**src/rtl/msrv_32_integer_file.sv**
```systemverilog
// msrv_32_integer_file
// Architectural integer register file for the MSRV32 core with a per-register
// busy scoreboard for hazard detection.
//
// Ports:
//   clk_in, rst_n_in            core clock, async active-low reset
//   rs1_addr_in / rs1_out       read port 1 (combinational)
//   rs2_addr_in / rs2_out       read port 2 (combinational)
//   rd_addr_in, wr_en_in, rd_in write-back commit port
//   flush_in                    kills the write and clears the scoreboard
//   issue_en_in, issue_rd_in    marks an issuing instruction's destination busy
//   rs1_busy_out, rs2_busy_out  outstanding-write flags for the read addresses
//
// Optional feature macro: MSRV32_RF_BYPASS_EN
//   defined   -> a write committing this cycle is forwarded to matching read
//                ports and their busy flags read 0
//   undefined -> reads return the stored array and stored scoreboard only

module msrv_32_integer_file #(
  parameter int unsigned XLEN = 32
) (
  input  logic            clk_in,
  input  logic            rst_n_in,
  input  logic [4:0]      rs1_addr_in,
  input  logic [4:0]      rs2_addr_in,
  output logic [XLEN-1:0] rs1_out,
  output logic [XLEN-1:0] rs2_out,
  input  logic [4:0]      rd_addr_in,
  input  logic            wr_en_in,
  input  logic [XLEN-1:0] rd_in,
  input  logic            flush_in,
  input  logic            issue_en_in,
  input  logic [4:0]      issue_rd_in,
  output logic            rs1_busy_out,
  output logic            rs2_busy_out
);

  localparam int unsigned NREG = 32;

  // Entry 0 is never written, so it stays at its reset value of 0 and is
  // pruned in synthesis; reads of x0 are also masked explicitly below.
  logic [XLEN-1:0] regs_q [NREG];
  logic [NREG-1:0] busy_q;
  logic [NREG-1:0] busy_d;

  logic            wr_commit_c;
  logic [XLEN-1:0] rs1_stored_c;
  logic [XLEN-1:0] rs2_stored_c;

  // A write commits only when requested, not flushed, and not aimed at x0.
  assign wr_commit_c = wr_en_in & ~flush_in & (rd_addr_in != 5'd0);

  // Register array update.
  always_ff @(posedge clk_in or negedge rst_n_in) begin
    if (!rst_n_in) begin
      for (int i = 0; i < int'(NREG); i++) begin
        regs_q[i] <= '0;
      end
    end else if (wr_commit_c) begin
      regs_q[rd_addr_in] <= rd_in;
    end
  end

  // Scoreboard next state: commit clears first, then issue sets so the
  // younger issue wins; flush overrides both.
  always_comb begin
    busy_d = busy_q;
    if (flush_in) begin
      busy_d = '0;
    end else begin
      if (wr_commit_c) begin
        busy_d[rd_addr_in] = 1'b0;
      end
      if (issue_en_in && (issue_rd_in != 5'd0)) begin
        busy_d[issue_rd_in] = 1'b1;
      end
    end
    busy_d[0] = 1'b0;
  end

  // Scoreboard register.
  always_ff @(posedge clk_in or negedge rst_n_in) begin
    if (!rst_n_in) begin
      busy_q <= '0;
    end else begin
      busy_q <= busy_d;
    end
  end

  // Stored-value reads with x0 hardwired to zero.
  assign rs1_stored_c = (rs1_addr_in == 5'd0) ? '0 : regs_q[rs1_addr_in];
  assign rs2_stored_c = (rs2_addr_in == 5'd0) ? '0 : regs_q[rs2_addr_in];

`ifdef MSRV32_RF_BYPASS_EN
  logic rs1_hit_c;
  logic rs2_hit_c;

  // Same-cycle commit to the read address forwards the write data.
  assign rs1_hit_c    = wr_commit_c & (rd_addr_in == rs1_addr_in);
  assign rs2_hit_c    = wr_commit_c & (rd_addr_in == rs2_addr_in);

  assign rs1_out      = rs1_hit_c ? rd_in : rs1_stored_c;
  assign rs2_out      = rs2_hit_c ? rd_in : rs2_stored_c;
  assign rs1_busy_out = busy_q[rs1_addr_in] & ~rs1_hit_c;
  assign rs2_busy_out = busy_q[rs2_addr_in] & ~rs2_hit_c;
`else
  assign rs1_out      = rs1_stored_c;
  assign rs2_out      = rs2_stored_c;
  assign rs1_busy_out = busy_q[rs1_addr_in];
  assign rs2_busy_out = busy_q[rs2_addr_in];
`endif

endmodule

```
**config.mk**
```make
export PLATFORM = sky130hd
export DESIGN_NAME = msrv_32_integer_file
export DESIGN_NICKNAME = d
export VERILOG_FILES = /design/src/rtl/msrv_32_integer_file.sv
export SDC_FILE = /design/constraint.sdc
export NUM_CORES = 2
export LEC_CHECK = 0
export CAP_MARGIN = 20
export CORE_MARGIN = 5
export CORE_UTILIZATION = 40
export DETAILED_ROUTE_END_ITERATION = 10
export PLACE_DENSITY = 0.57
export SKIP_CTS_REPAIR_TIMING = 1
export SLEW_MARGIN = 20
export SYNTH_ARGS = -nofsm -noshare
export SYNTH_HDL_FRONTEND = slang
export SYNTH_SLANG_ARGS = --single-unit
```
**constraint.sdc**
```tcl
create_clock -name clk_in -period 6.35 [get_ports clk_in]
set_clock_uncertainty 0.1 [all_clocks]
set_input_delay 1.27 -clock clk_in [delete_from_list [all_inputs] [get_ports clk_in]]
set_output_delay 1.27 -clock clk_in [all_outputs]
set_load 0.005 [all_outputs]
```
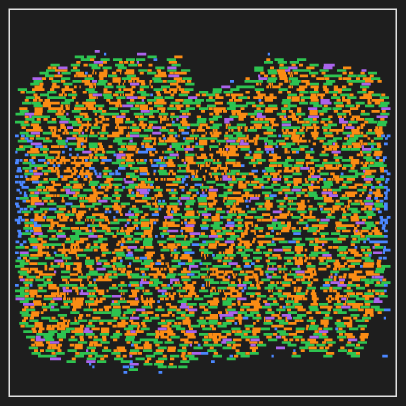
Fig. 1. Cell classes on the final placement.
(1 px per um)
[orange] remaining logic cells | cells: 2479
[green] sequential cells | cells: 1055
[purple] clock drivers and dummy loads | cells: 214
[blue] remaining buffers and delay cells | cells: 288
flop share of the area: 41.3%
row cnt: 137
Core Footprint: 140000 um^2

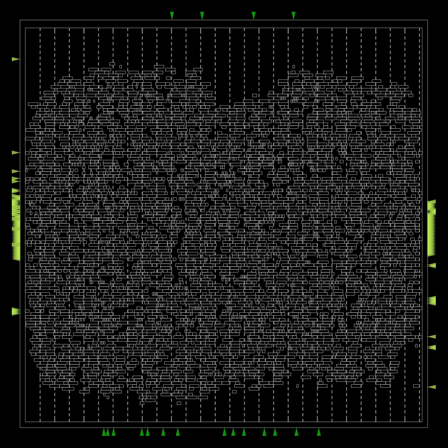
Fig. 2. Cell outlines without signal wires.
# Taps: 1876
Post-Layout Cell Count: 5920
Fillers: 12500
fin util: 45.7%

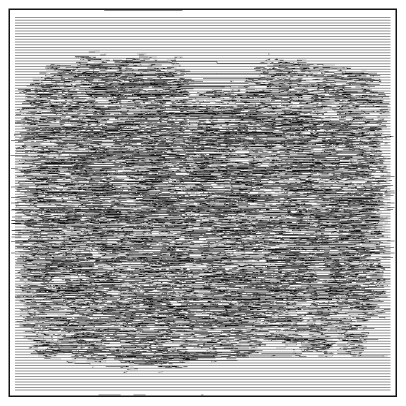
Fig. 3. The metal 1 layer.
(1 px per um) Supply wires on this layer in grey. Cells faint in the background.
share of all routed wire: 41%
wire length on this layer: 82.6 mm
main direction: horizontal
longest straight run: 139 um
routed via count: 37700
GRT met1 Usage: 36.7%

==> ci_impl_report.md <==
### Flow metrics

| Metric | Value |
|---|---|
| Routability cong. | 0.810 |
| Outcome | finished clean |
| PwrDens | 290 nW/um^2 |
| Flop count | 1055 |
| Clock net power | 7270 uW |
| Number of buffers created by CTS | 115 |
| Top cell area share | 46.8% |
| Yosys stat area | 56400 um^2 |
| Die area | 149000 um^2 |
| Die H | 386 um |
| CP Capture Type | primary output |
| Xor/xnor share | 0% |
| Top Consumer | registers |
| WHS | 0.297 ns |
| Register bank with the most flops | regs_q |
| Crit path max-delay family | buffers and inverters |
| FFs w/ async S/R, synth | 100% |
| GRT busiest layer | met2 |
| Final setup vio count | 0 |
| DP Cell Count | 5698 |
| Wire length on met3 | 19100 um |
| Inverters | 4 |
| Mux area share | 40.5% |
| First-pass GRT wire length | 287000 um |
| Mapped Cells | 3994 |
| Min Tclk post-route | 5.89 ns |
| Seq pwr | 8190 uW |
| Overflow after GRT | 0 |
| ANT nets after route | 0 |
| Fin. max-slew vios | 0 |
| Nonclk buf count | 288 |
| CTS tree | built |
| Clk sink count | 1055 |
| Number of enable flip-flop cells | 0 |
| Top cells by area | dfrtp_1 47%, mux4_2 19%, mux2_2 18% |
| Setup TNS | 0 ns |
| Cycle use final | 92.8% |
| Critical path depth | 7 |
| Post-route DRC | 0 |
| Slew margin rel. | 20.7% |
| Maxcap violations | 0 |
| Worst-path fanout max | 30 |
| Multi-Input Combinational | 2475 |
| Overall power | 18600 uW |
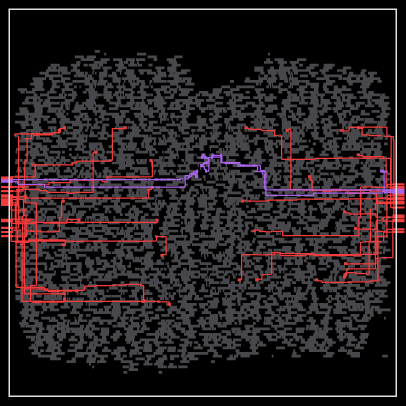
Fig. 4. Wires at chosen ports, followed through buffers.
(1 px per um)
[purple] `issue_rd_in` | bits: 5 | direction: input | end cells: 18 | wire: 983 um
[red] `rs1_out` | bits: 32 | direction: output | end cells: 32 | wire: 4760 um
IO buf count: 122
I/O pin count: 123

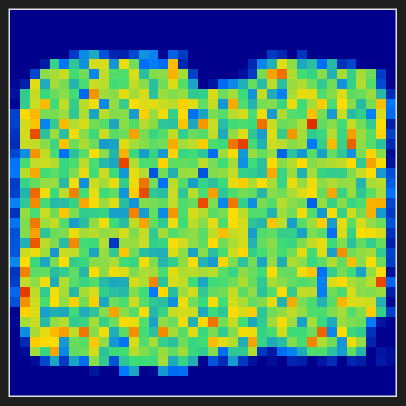
Fig. 5. Placement density heat map.
(1 px per um) The die is cut into 39 by 39 equal tiles; dark blue is low, red is high, 0 to 100% covered.
tiles over 75% full: 7.2%
mean over tiles: 42%
nearly empty tiles: 22%
fullest tile: 95%
starting density of the core: 40.3%

Power is estimated from default activity; no workload was simulated.
